==> src/rtl/framebuffer_scanout.sv <==
// Pixel-clock read side of the double-buffered framebuffer: VGA counts to BRAM
// address with integer upscaling, sync/blank re-alignment, and the swap handshake.
module framebuffer_scanout #(
  parameter int FRAME_WIDTH        = 512,
  parameter int FRAME_HEIGHT       = 384,
  parameter int SCALE_SHIFT        = 1,
  parameter int COORD_BITS         = 16,
  parameter int ADDR_BITS          = 18,
  parameter int BRAM_LATENCY       = 2,
  parameter int PADDED_COLOR_WIDTH = 16
) (
  input  logic                          clk,
  input  logic                          rst,
  input  logic [COORD_BITS-1:0]         hcount_in,
  input  logic [COORD_BITS-1:0]         vcount_in,
  input  logic                          hsync_in,
  input  logic                          vsync_in,
  input  logic                          blank_in,
  input  logic [PADDED_COLOR_WIDTH-1:0] pixel_data_in,
  output logic [ADDR_BITS-1:0]          pixel_addr_out,
  output logic                          front_buffer_out,
  input  logic                          swap_req,
  output logic                          swap_ack,
  output logic                          frame_start,
  output logic [3:0]                    vga_r,
  output logic [3:0]                    vga_g,
  output logic [3:0]                    vga_b,
  output logic                          vga_hs,
  output logic                          vga_vs
);

  localparam int PIPE_DEPTH = 1 + BRAM_LATENCY;
  localparam logic [COORD_BITS:0] H_LIMIT = (COORD_BITS+1)'(FRAME_WIDTH << SCALE_SHIFT);
  localparam logic [COORD_BITS:0] V_LIMIT = (COORD_BITS+1)'(FRAME_HEIGHT << SCALE_SHIFT);
  localparam bit WIDTH_IS_POW2 = (FRAME_WIDTH & (FRAME_WIDTH - 1)) == 0;
  localparam int WIDTH_LOG2    = $clog2(FRAME_WIDTH);

  typedef struct packed {
    logic hsync;
    logic vsync;
    logic blank;
    logic oor;
  } align_t;

  // Cleared stages look like blanked, sync-inactive video.
  localparam align_t ALIGN_RESET = '{hsync: 1'b0, vsync: 1'b0, blank: 1'b1, oor: 1'b0};

  typedef enum logic {
    IDLE,
    SWAP
  } state_t;

  logic [COORD_BITS-1:0] src_x;
  logic [COORD_BITS-1:0] src_y;
  logic                  in_range;
  logic [ADDR_BITS-1:0]  row_base;
  logic [ADDR_BITS-1:0]  addr_d;
  logic [ADDR_BITS-1:0]  addr_q;
  align_t                pipe_q [PIPE_DEPTH];
  align_t                tail;
  logic [11:0]           rgb_q;
  logic                  hs_n_q;
  logic                  vs_n_q;
  state_t                state_q;
  logic                  front_q;
  logic                  swap_ack_q;
  logic                  frame_start_q;
  logic                  vsync_prev_q;
  logic                  vsync_rise;
  logic                  unused_upper;

  assign unused_upper = ^pixel_data_in[PADDED_COLOR_WIDTH-1:12];

  always_comb begin
    // NOTE: every combinational output gets a default first, so no path infers a latch.
    row_base = '0;
    src_x    = hcount_in >> SCALE_SHIFT;
    src_y    = vcount_in >> SCALE_SHIFT;
    in_range = ({1'b0, hcount_in} < H_LIMIT) && ({1'b0, vcount_in} < V_LIMIT);
    if (WIDTH_IS_POW2) begin
      row_base = ADDR_BITS'(src_y) << WIDTH_LOG2;
    end else begin
      row_base = ADDR_BITS'(src_y) * ADDR_BITS'(FRAME_WIDTH);
    end
    addr_d = in_range ? row_base + ADDR_BITS'(src_x) : '0;
  end

  // Address register plus sync/blank/oor delay line matching the BRAM read latency.
  always_ff @(posedge clk) begin
    if (rst) begin
      addr_q <= '0;
      for (int i = 0; i < PIPE_DEPTH; i++) begin
        pipe_q[i] <= ALIGN_RESET;
      end
    end else begin
      // NOTE: registers use <= so each stage samples pre-edge values whatever the statement order.
      addr_q    <= addr_d;
      pipe_q[0] <= '{hsync: hsync_in, vsync: vsync_in, blank: blank_in, oor: ~in_range};
      for (int i = 1; i < PIPE_DEPTH; i++) begin
        pipe_q[i] <= pipe_q[i-1];
      end
    end
  end

  assign tail = pipe_q[PIPE_DEPTH-1];

  always_ff @(posedge clk) begin
    if (rst) begin
      rgb_q  <= '0;
      hs_n_q <= 1'b1;
      vs_n_q <= 1'b1;
    end else begin
      hs_n_q <= ~tail.hsync;
      vs_n_q <= ~tail.vsync;
      if (tail.blank || tail.oor) begin
        rgb_q <= '0;
      end else begin
        rgb_q <= pixel_data_in[11:0];
      end
    end
  end

  assign vsync_rise = vsync_in & ~vsync_prev_q;

  // Swap only on a vsync rising edge, and only once per request.
  always_ff @(posedge clk) begin
    if (rst) begin
      state_q       <= IDLE;
      front_q       <= 1'b0;
      swap_ack_q    <= 1'b0;
      frame_start_q <= 1'b0;
      vsync_prev_q  <= 1'b0;
    end else begin
      vsync_prev_q  <= vsync_in;
      frame_start_q <= vsync_rise;
      swap_ack_q    <= 1'b0;
      unique case (state_q)
        IDLE: begin
          if (vsync_rise && swap_req) begin
            state_q    <= SWAP;
            front_q    <= ~front_q;
            swap_ack_q <= 1'b1;
          end
        end
        SWAP: begin
          if (!swap_req) begin
            state_q <= IDLE;
          end
        end
      endcase
    end
  end

  assign pixel_addr_out   = addr_q;
  assign front_buffer_out = front_q;
  assign swap_ack         = swap_ack_q;
  assign frame_start      = frame_start_q;
  assign vga_r            = rgb_q[11:8];
  assign vga_g            = rgb_q[7:4];
  assign vga_b            = rgb_q[3:0];
  assign vga_hs           = hs_n_q;
  assign vga_vs           = vs_n_q;

endmodule

==> config.mk <==
export PLATFORM = sky130hd
export DESIGN_NAME = framebuffer_scanout
export DESIGN_NICKNAME = d
export VERILOG_FILES = /design/src/rtl/framebuffer_scanout.sv
export SDC_FILE = /design/constraint.sdc
export NUM_CORES = 1
export LEC_CHECK = 0
export ABC_CLOCK_PERIOD_IN_PS = 5550
export CORE_ASPECT_RATIO = 0.7
export CORE_MARGIN = 2
export CORE_UTILIZATION = 43
export CTS_BUF_LIST = sky130_fd_sc_hd__clkbuf_8
export CTS_CLUSTER_DIAMETER = 100
export DETAILED_ROUTE_END_ITERATION = 12
export PLACE_DENSITY = 0.91
export SYNTH_ARGS = -nofsm -noshare
export SYNTH_HDL_FRONTEND = slang
export SYNTH_SLANG_ARGS = --single-unit
==> constraint.sdc <==
create_clock -name clk -period 5.55 [get_ports clk]
set_clock_uncertainty 0.1 [all_clocks]
set_input_delay 1.11 -clock clk [delete_from_list [all_inputs] [get_ports clk]]
set_output_delay 1.11 -clock clk [all_outputs]
set_load 0.05 [all_outputs]
==> run summary, run 1 <==
Routed via count divided by cell count -> 4.45
Initial antenna violation count -> 0
DP Area -> 2510 µm²
Tally of buffers added on design ports -> 82
Max frequency -> 341 MHz
Net switching power -> 0.151 mW
Clk slew on worst S/H paths -> 0.09 ns
Run status -> completed
Cts hold-fix bufs -> 0
Post-Synth Adder-Cell Area -> 5.76%
Vias in the first global route -> 1,120
Area of all placed cells without fillers -> 2610 µm²
Startpoint types -> primary input
Number of DRC markers in iteration 0 -> 7
Setup TNS after final layout -> 0 ns
Setup slack after layout -> 2.62 ns
N_diodes -> 0
Distinct lib cells used -> 32
Complex-gate fraction of the synthesized area -> 8.18%
# clock sinks -> 48
Number of failing hold endpoints at the final stage -> 0
Max-cap violations -> 0
Path type of the worst setup path -> in -> reg
Uppermost layer routed -> met4
Total wire length -> 3.36 mm
Area share of the largest cell type after synthesis -> 58.2%
Fraction of final layout cells sized beyond drive strength 1 -> 7.73%
Source-to-sink clock delay at the later pin of the worst-skew pair -> 0.29 ns
Post-placement cell count -> 275
DR WL met2 -> 1.39 mm
Final Max Slew Viols -> 0
Endpoint arrival time on the critical path -> 3.06 ns
Top cells by instance count after synthesis -> sky130_fd_sc_hd__dfxtp_1 (48), sky130_fd_sc_hd__and2_1 (24), sky130_fd_sc_hd__nor2b_1 (9)
-- run 1: power by group through the flow --
stage,registers [mW],logic (mW),clock network [mW]
floorplan,0.368,0.0338,0
global placement,0.360,0.0855,0
detailed placement,0.360,0.0874,0
CTS,0.352,0.0882,0.220
global route,0.353,0.0956,0.234
finish,0.352,0.0877,0.215
-- run 1: placed cells by master, fill, tap and decap left out, drive strengths merged, types with 3 or more instances in the layout --
master	count
clkdlybuf4s50	82
dfxtp	48
and2	24
nor2b	9
nor2	7
ha	6
clkbuf	6
a21oi	5
nand2b	4
xnor2	4
or2	4
inv	4
a211oi	4
nor4	3
nor3	3
-- run 1: registers in the layout (all words and copies together) (netlist names) --
register          flops
pipe_q               12
front_buffer_out      1
vga_hs                1
rgb_q                12
state_q               1
vga_vs                1
frame_start           1
swap_ack              1
pixel_addr_out       18
-- run 1: layout make-up --
cell class / count / area [µm²]
clock inverter: 2 / 13.8
clock buffer: 6 / 82.6
timing repair buffer: 82 / 821
tap: 50 / 62.6
sequential: 48 / 961
multi-input combinational: 92 / 653
fill: 279 / 998
inverter: 3 / 11.3
-- run 1: path summary, 6_finish.rpt --
path	to	slack (ns)	cells past startpoint	start
worst min register to register	vga_vs	0.28	1	pipe_q[0][10]
worst max-delay path	pixel_addr_out[17]	2.62	7	hcount_in[10]
worst min-delay path	vga_vs	0.28	1	pipe_q[0][10]
worst max register to register	rgb_q[8]	4.14	2	pipe_q[0][8]
-- run 1: critical path, cell delays in order --
cell	delay, ns
sky130_fd_sc_hd__clkdlybuf4s50_1	0.45
sky130_fd_sc_hd__ha_1	0.27
sky130_fd_sc_hd__fa_1	0.42
sky130_fd_sc_hd__a21oi_1	0.24
sky130_fd_sc_hd__o211ai_1	0.19
sky130_fd_sc_hd__a31o_2	0.28
sky130_fd_sc_hd__a21oi_1	0.11
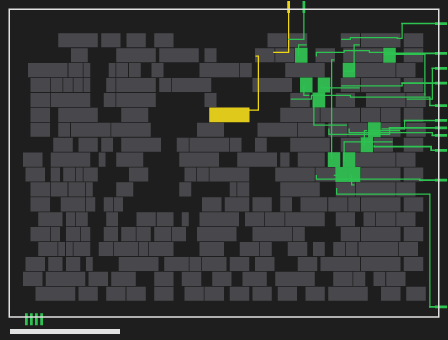
*I/O nets highlighted, run 1*
The bar under the picture is 20 µm long.
- green: pixel_data_in (bits 16; direction input; edge 11 east, 4 south, 1 north; end cells 12; buffers 12; wire 322 µm)
- yellow: vga_hs (bits 1; direction output; edge north; end cells 1; buffers 1; wire 22.2 µm)

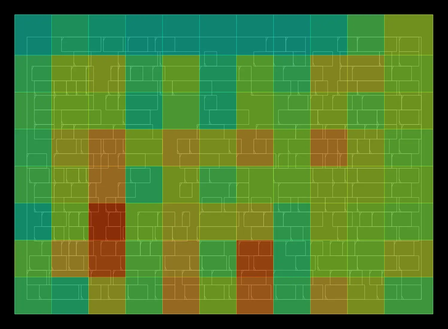
*Congestion heat map, run 1*
met1 Track Usage GR: 21.0%
detail-routed net length per standard cell: 11.9 µm
layer carrying the most global-route usage: met2
share of the core filled with cells: 72.3%
global-route track usage on met3: 6.98%

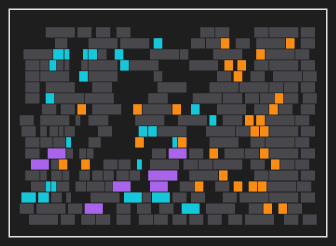
*Selected gate families, run 1*
- purple: fa/ha/maj cells (cells 7)
- cyan: nor cells (cells 24)
- orange: and/or cells (cells 29)
number of non-filler instances in the completed layout: 283
leading cell type in the layout, fill and taps excluded: sky130_fd_sc_hd__clkdlybuf4s50_1

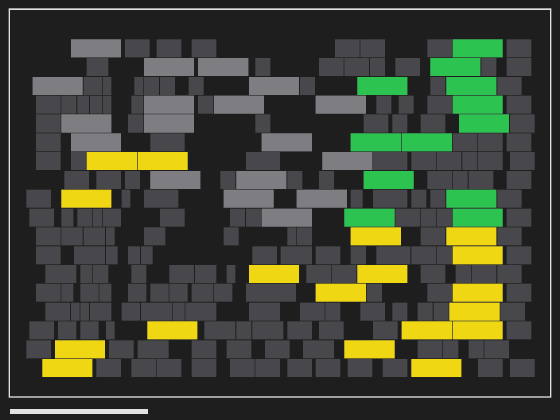
*Sequential cells colored by netlist name, run 1*
The bar under the picture is 20 µm long. Other sequential cells in the stronger gray, the rest of the logic in the fainter gray.
- yellow: pixel_addr_out (flops 18)
- green: rgb_q (flops 12)
- not colored: 18

### Zoomed window, run 1

The bar under the picture is 10 µm long. Region (7, 1) to (32, 26) µm. Cells in gray, sequential cells in the stronger gray; small squares are vias.
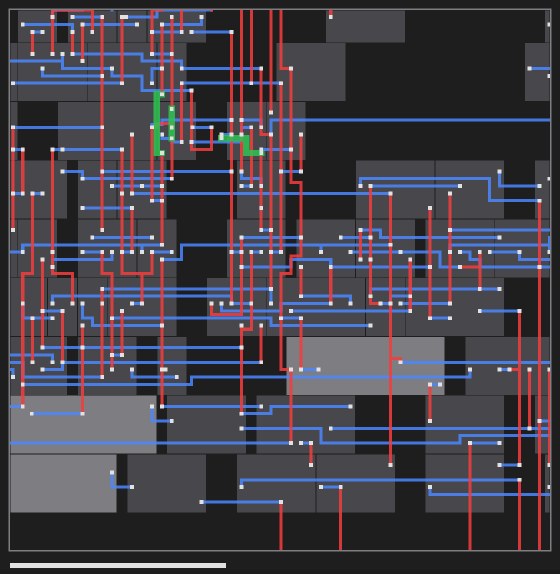

--- run 2 (diff from run 1) ---
Settings changed: ABC_CLOCK_PERIOD_IN_PS 5550 to 2500, CORE_UTILIZATION 43 to 36, PLACE_DENSITY 0.91 to 0.82.
Clock period 5.55 ns to 2.5 ns, I/O delays scaled along.
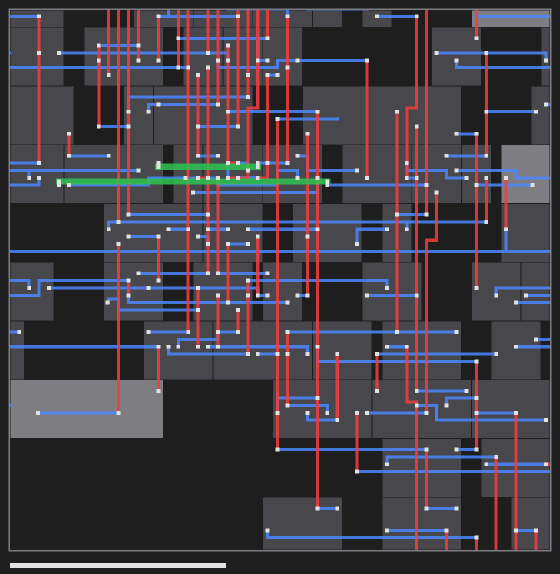
*Zoomed window, run 2*
The bar under the picture is 10 µm long. Region (9, 3) to (34, 28) µm. Cells in gray, sequential cells in the stronger gray; small squares are vias.
- blue: M1
- red: M2
- green: M3
- sequential cells in the window: 1
- most frequent: clkdlybuf4s50_1 (7), ha_1 (5), nor2_1 (4)
- cells with their middle in the window: 42
- netlist names of flops here include: pixel_addr_out (1)

==> run summary, run 2 <==
Vias in the first global route -> 1,219 (was 1,120)
Number of stages on the worst hold path -> 1 (unchanged)
Final Max Slew Viols -> 0 (unchanged)
Flop2flop setup slack -> 1.08 ns (was 4.14 ns)
Commonest cells after routing, fill and taps aside -> sky130_fd_sc_hd__clkdlybuf4s50_1 (82), sky130_fd_sc_hd__dfxtp_1 (48), sky130_fd_sc_hd__and2_1 (24) (unchanged)
Fillers -> 364 (was 279)
DP Area -> 2540 µm² (was 2510 µm²)
Number of non-filler instances in the completed layout -> 291 (was 283)
Count of library flops with an enable pin -> 0 (unchanged)
Path type of the worst setup path -> in -> reg (unchanged)
Cell at the root of the clock tree -> sky130_fd_sc_hd__clkbuf_8 (unchanged)
Post-placement cell count -> 284 (was 275)
Area of all placed cells without fillers -> 2630 µm² (was 2610 µm²)
Number of failing hold endpoints at the final stage -> 0 (unchanged)
N_diodes -> 0 (unchanged)
Setup TNS after final layout -> 0 ns (unchanged)
Setup slack after layout -> 0.218 ns (was 2.62 ns)
Number of DRC markers in iteration 0 -> 20 (was 7)
Largest stage delay on the critical path -> 0.43 ns (was 0.45 ns)
Max frequency -> 438 MHz
Clk slew on worst S/H paths -> 0.08 ns (was 0.09 ns)
Routed via count divided by cell count -> 4.40 (was 4.45)
Endpoint of the worst register-to-register path -> rgb_q[6] (was rgb_q[8])
Cts hold-fix bufs -> 0 (unchanged)
Share of the core filled with cells -> 60.0% (was 72.3%)
Leading cell type in the layout, fill and taps excluded -> sky130_fd_sc_hd__clkdlybuf4s50_1 (unchanged)
Chain of cells forming the critical path -> clkdlybuf4s50_1, ha_1, fa_1, a21oi_1, o211ai_1, a31o_2, a21oi_1 (unchanged)
Endpoint arrival time on the critical path -> 2.40 ns (was 3.06 ns)
DIE WIDTH -> 85.0 µm (was 78.1 µm)
Origin of the critical flop-to-flop path -> pipe_q[0][8] (unchanged)
Distinct lib cells used -> 32 (unchanged)
Area share of the largest cell type after synthesis -> 58.2% (unchanged)
Cell repeated most along the worst path -> sky130_fd_sc_hd__a21oi_1 (unchanged)
Source-to-sink clock delay at the later pin of the worst-skew pair -> 0.28 ns (was 0.29 ns)
Residual DRC -> 0 (unchanged)
Run status -> completed (unchanged)
Slowest-stage cell, CP -> sky130_fd_sc_hd__clkdlybuf4s50_1 (unchanged)
Number of buffers and inverters on the critical path -> 1 (unchanged)
Detail-routed net length per standard cell -> 11.5 µm (was 11.9 µm)
# clock sinks -> 48 (unchanged)
End point of the worst hold path -> vga_hs (was vga_vs)
Total wire length -> 3.35 mm (was 3.36 mm)
Total overflow reported by the global router -> 0 (unchanged)
Flip-flop count of the largest register, all copies and words added -> 18 (unchanged)
Start point of the worst hold path -> pipe_q[0][11] (was pipe_q[0][10])
Post-Place Worst Slack -> -0.0490 ns (was 2.33 ns)
Initial antenna violation count -> 0 (unchanged)
Kind of cell adding the most delay to the critical path -> AND-OR/OR-AND gates (unchanged)
Tally of buffers added on design ports -> 82 (unchanged)
[run 2: area by class of cell]
| class | instances | area (µm²) | area share (%) |
|---|---|---|---|
| clock buffers | 5 | 68.8 | 2.62 |
| clock inverters | 2 | 12.5 | 0.476 |
| inverters | 3 | 11.3 | 0.429 |
| multi-input cells | 92 | 653 | 24.9 |
| flip-flops and latches | 48 | 961 | 36.6 |
| well taps | 55 | 68.8 | 2.62 |
| repair buffers | 86 | 851 | 32.4 |
[run 2: layer usage]
metal  global-route usage [%]  part of all wire (%)
met1                     15.6                    43
met2                     24.2                    47
met3                     4.35                   9.0
met4                     5.90                  0.87
met5                        0                     0
[run 2: cell families (layout without fill, tap and decap cells)]
logic type      Yosys count  count (layout)  synth area share [%]
compound gates           19              19                  8.18
flops                    48              48                  58.2
simple gates             62              62                  23.5
xor+xnor                  4               4                  2.12
fa+ha+maj                 7               7                  5.76
buf+inv                   8              96                  2.27
[run 2: how the worst max path moves through the flow]
stage	start	end	slack, ns	cells past startpoint
2_1_floorplan	hcount_in[10]	pixel_addr_out[17]	0.52	6
3_3_place_gp	hcount_in[10]	pixel_addr_out[17]	0.006	7
3_5_place_dp	hcount_in[10]	pixel_addr_out[17]	-0.05	7
4_1_cts	hcount_in[10]	pixel_addr_out[17]	0.25	7
5_1_grt	hcount_in[10]	pixel_addr_out[17]	0.08	7
6_report	hcount_in[10]	pixel_addr_out[17]	0.22	7
[run 2: where the power goes]
part           internal [mW]  switching (mW)  leakage, nW  total (mW)
combinational          0.117          0.0805        0.581       0.197
sequential             0.778         0.00381        0.390       0.781
clock                  0.190           0.239       0.0400       0.429
[run 2: worst reg2reg max path, delay by kind of cell (launching register included)]
kind / cells / cell delay [ns]
flops: 1 / 0.30
simple gates: 2 / 0.97
--- run 3 (diff from run 2) ---
Settings changed: ABC_CLOCK_PERIOD_IN_PS 2500 to default.
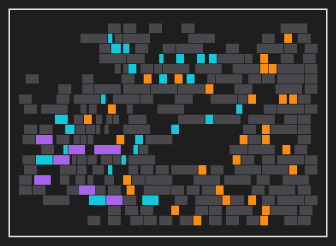
*Selected gate families, run 3*
- purple: fa/ha/maj cells (cells 7)
- cyan: nor cells (cells 24)
- orange: and/or cells (cells 29)
multi-input gate share of the layout cell area: 24.9%
number of non-filler instances in the completed layout: 291

==> run summary, run 3 <==
Basic Gates by Area -> 23.5% (unchanged)
Count of library flops with an enable pin -> 0 (unchanged)
Area share of the largest cell type after synthesis -> 58.2% (unchanged)
Distinct lib cells used -> 32 (unchanged)
Cts hold-fix bufs -> 0 (unchanged)
Origin of the critical flop-to-flop path -> pipe_q[0][8] (unchanged)
Worst-case reg-to-reg path depth -> 2 (unchanged)
N_diodes -> 0 (unchanged)
Max-cap violations -> 0 (unchanged)
Final Max Slew Viols -> 0 (unchanged)
Net switching power -> 0.324 mW (unchanged)
End point of the worst hold path -> vga_hs (unchanged)
Register share of total power -> 55.5% (about the same)
Complex-gate fraction of the synthesized area -> 8.18% (unchanged)
Share of the core filled with cells -> 60.0% (unchanged)
Number of failing hold endpoints at the final stage -> 0 (unchanged)
Proportion of power drawn by combinational gates -> 14.0% (about the same)
Run status -> completed (unchanged)
Initial antenna violation count -> 0 (unchanged)
Top cells by instance count after synthesis -> sky130_fd_sc_hd__dfxtp_1 (48), sky130_fd_sc_hd__and2_1 (24), sky130_fd_sc_hd__nor2b_1 (9) (unchanged)
Internal power -> 1.08 mW (unchanged)
Sequential Power -> 0.781 mW (about the same)
Commonest cells after routing, fill and taps aside -> sky130_fd_sc_hd__clkdlybuf4s50_1 (82), sky130_fd_sc_hd__dfxtp_1 (48), sky130_fd_sc_hd__and2_1 (24) (unchanged)
Max frequency -> 438 MHz (unchanged)
Flop2flop setup slack -> 1.08 ns (about the same)
Post-Synth Adder-Cell Area -> 5.76% (unchanged)
Post-placement cell count -> 284 (unchanged)
Start point of the worst hold path -> pipe_q[0][11] (unchanged)
Endpoint of the worst register-to-register path -> rgb_q[6] (unchanged)
End of the critical path -> pixel_addr_out[17] (unchanged)
Source-to-sink clock delay at the later pin of the worst-skew pair -> 0.28 ns (about the same)
Routed via count divided by cell count -> 4.40 (unchanged)
CP Launch Point -> hcount_in[10] (unchanged)
Post-Synth XOR/XNOR Area -> 2.12% (unchanged)
Total wire length -> 3.35 mm (unchanged)
DIE WIDTH -> 85.0 µm (unchanged)
Leading cell type in the layout, fill and taps excluded -> sky130_fd_sc_hd__clkdlybuf4s50_1 (unchanged)
# clock sinks -> 48 (unchanged)
Vias in the first global route -> 1,219 (unchanged)
Top pwr grp -> sequential cells (unchanged)
Flip-flop count of the largest register, all copies and words added -> 18 (unchanged)
Total overflow reported by the global router -> 0 (unchanged)
Fraction of final layout cells sized beyond drive strength 1 -> 8.90% (unchanged)
Endpoint arrival time on the critical path -> 2.40 ns (about the same)
Clock network fraction of design power -> 30.5% (about the same)
Clk slew on worst S/H paths -> 0.08 ns (about the same)
Clk pwr -> 0.429 mW (about the same)
## run 3: cell counts after synthesis
No cell type changed its count.
## run 3: cell families after synthesis
family / count (synthesis)
AND-OR/OR-AND: 19
buffers and inverters: 8
XOR/XNOR: 4
AND/OR/NAND/NOR: 62
flip-flops: 48
adder cells (fa/ha/maj): 7
## run 3: layer usage
layer | GRT usage [%] | routed length, µm | vias up
li1 | - | - | 664
met1 | 15.6 | 1450 | 558
met2 | 24.2 | 1560 | 56
met3 | 4.35 | 302 | 2
met4 | 5.90 | 29 | 0
met5 | 0 | 0 | -
## run 3: cell type report
cell class                      count  area (µm²)
Fill cell                         364        1750
Sequential cell                    48         961
Timing Repair Buffer               86         851
Multi-Input combinational cell     92         653
Clock buffer                        5        68.8
Tap cell                           55        68.8
Clock inverter                      2        12.5
Inverter                            3        11.3
## run 3: critical path, stage by stage
cell and delay [ns]:
sky130_fd_sc_hd__clkdlybuf4s50_1 0.43, sky130_fd_sc_hd__ha_1 0.24, sky130_fd_sc_hd__fa_1 0.40, sky130_fd_sc_hd__a21oi_1 0.22
sky130_fd_sc_hd__o211ai_1 0.20, sky130_fd_sc_hd__a31o_2 0.29, sky130_fd_sc_hd__a21oi_1 0.11
## run 3: stage by stage
stage	setup WS [ns]	hold slack, ns	cell area (µm²)	TNS [ns]	power (mW)
2_1_floorplan	0.523	0.256	1650	0	0.892
3_3_place_gp	0.00640	0.258	2540	0	0.993
3_5_place_dp	-0.0490	0.265	2540	-0.0490	0.997
4_1_cts	0.252	0.286	2630	0	1.43
5_1_grt	0.0828	0.307	2630	0	1.47
6_report	0.218	0.282	2630	0	1.41
No activity file was given, so power comes from the tool's default toggle rates.
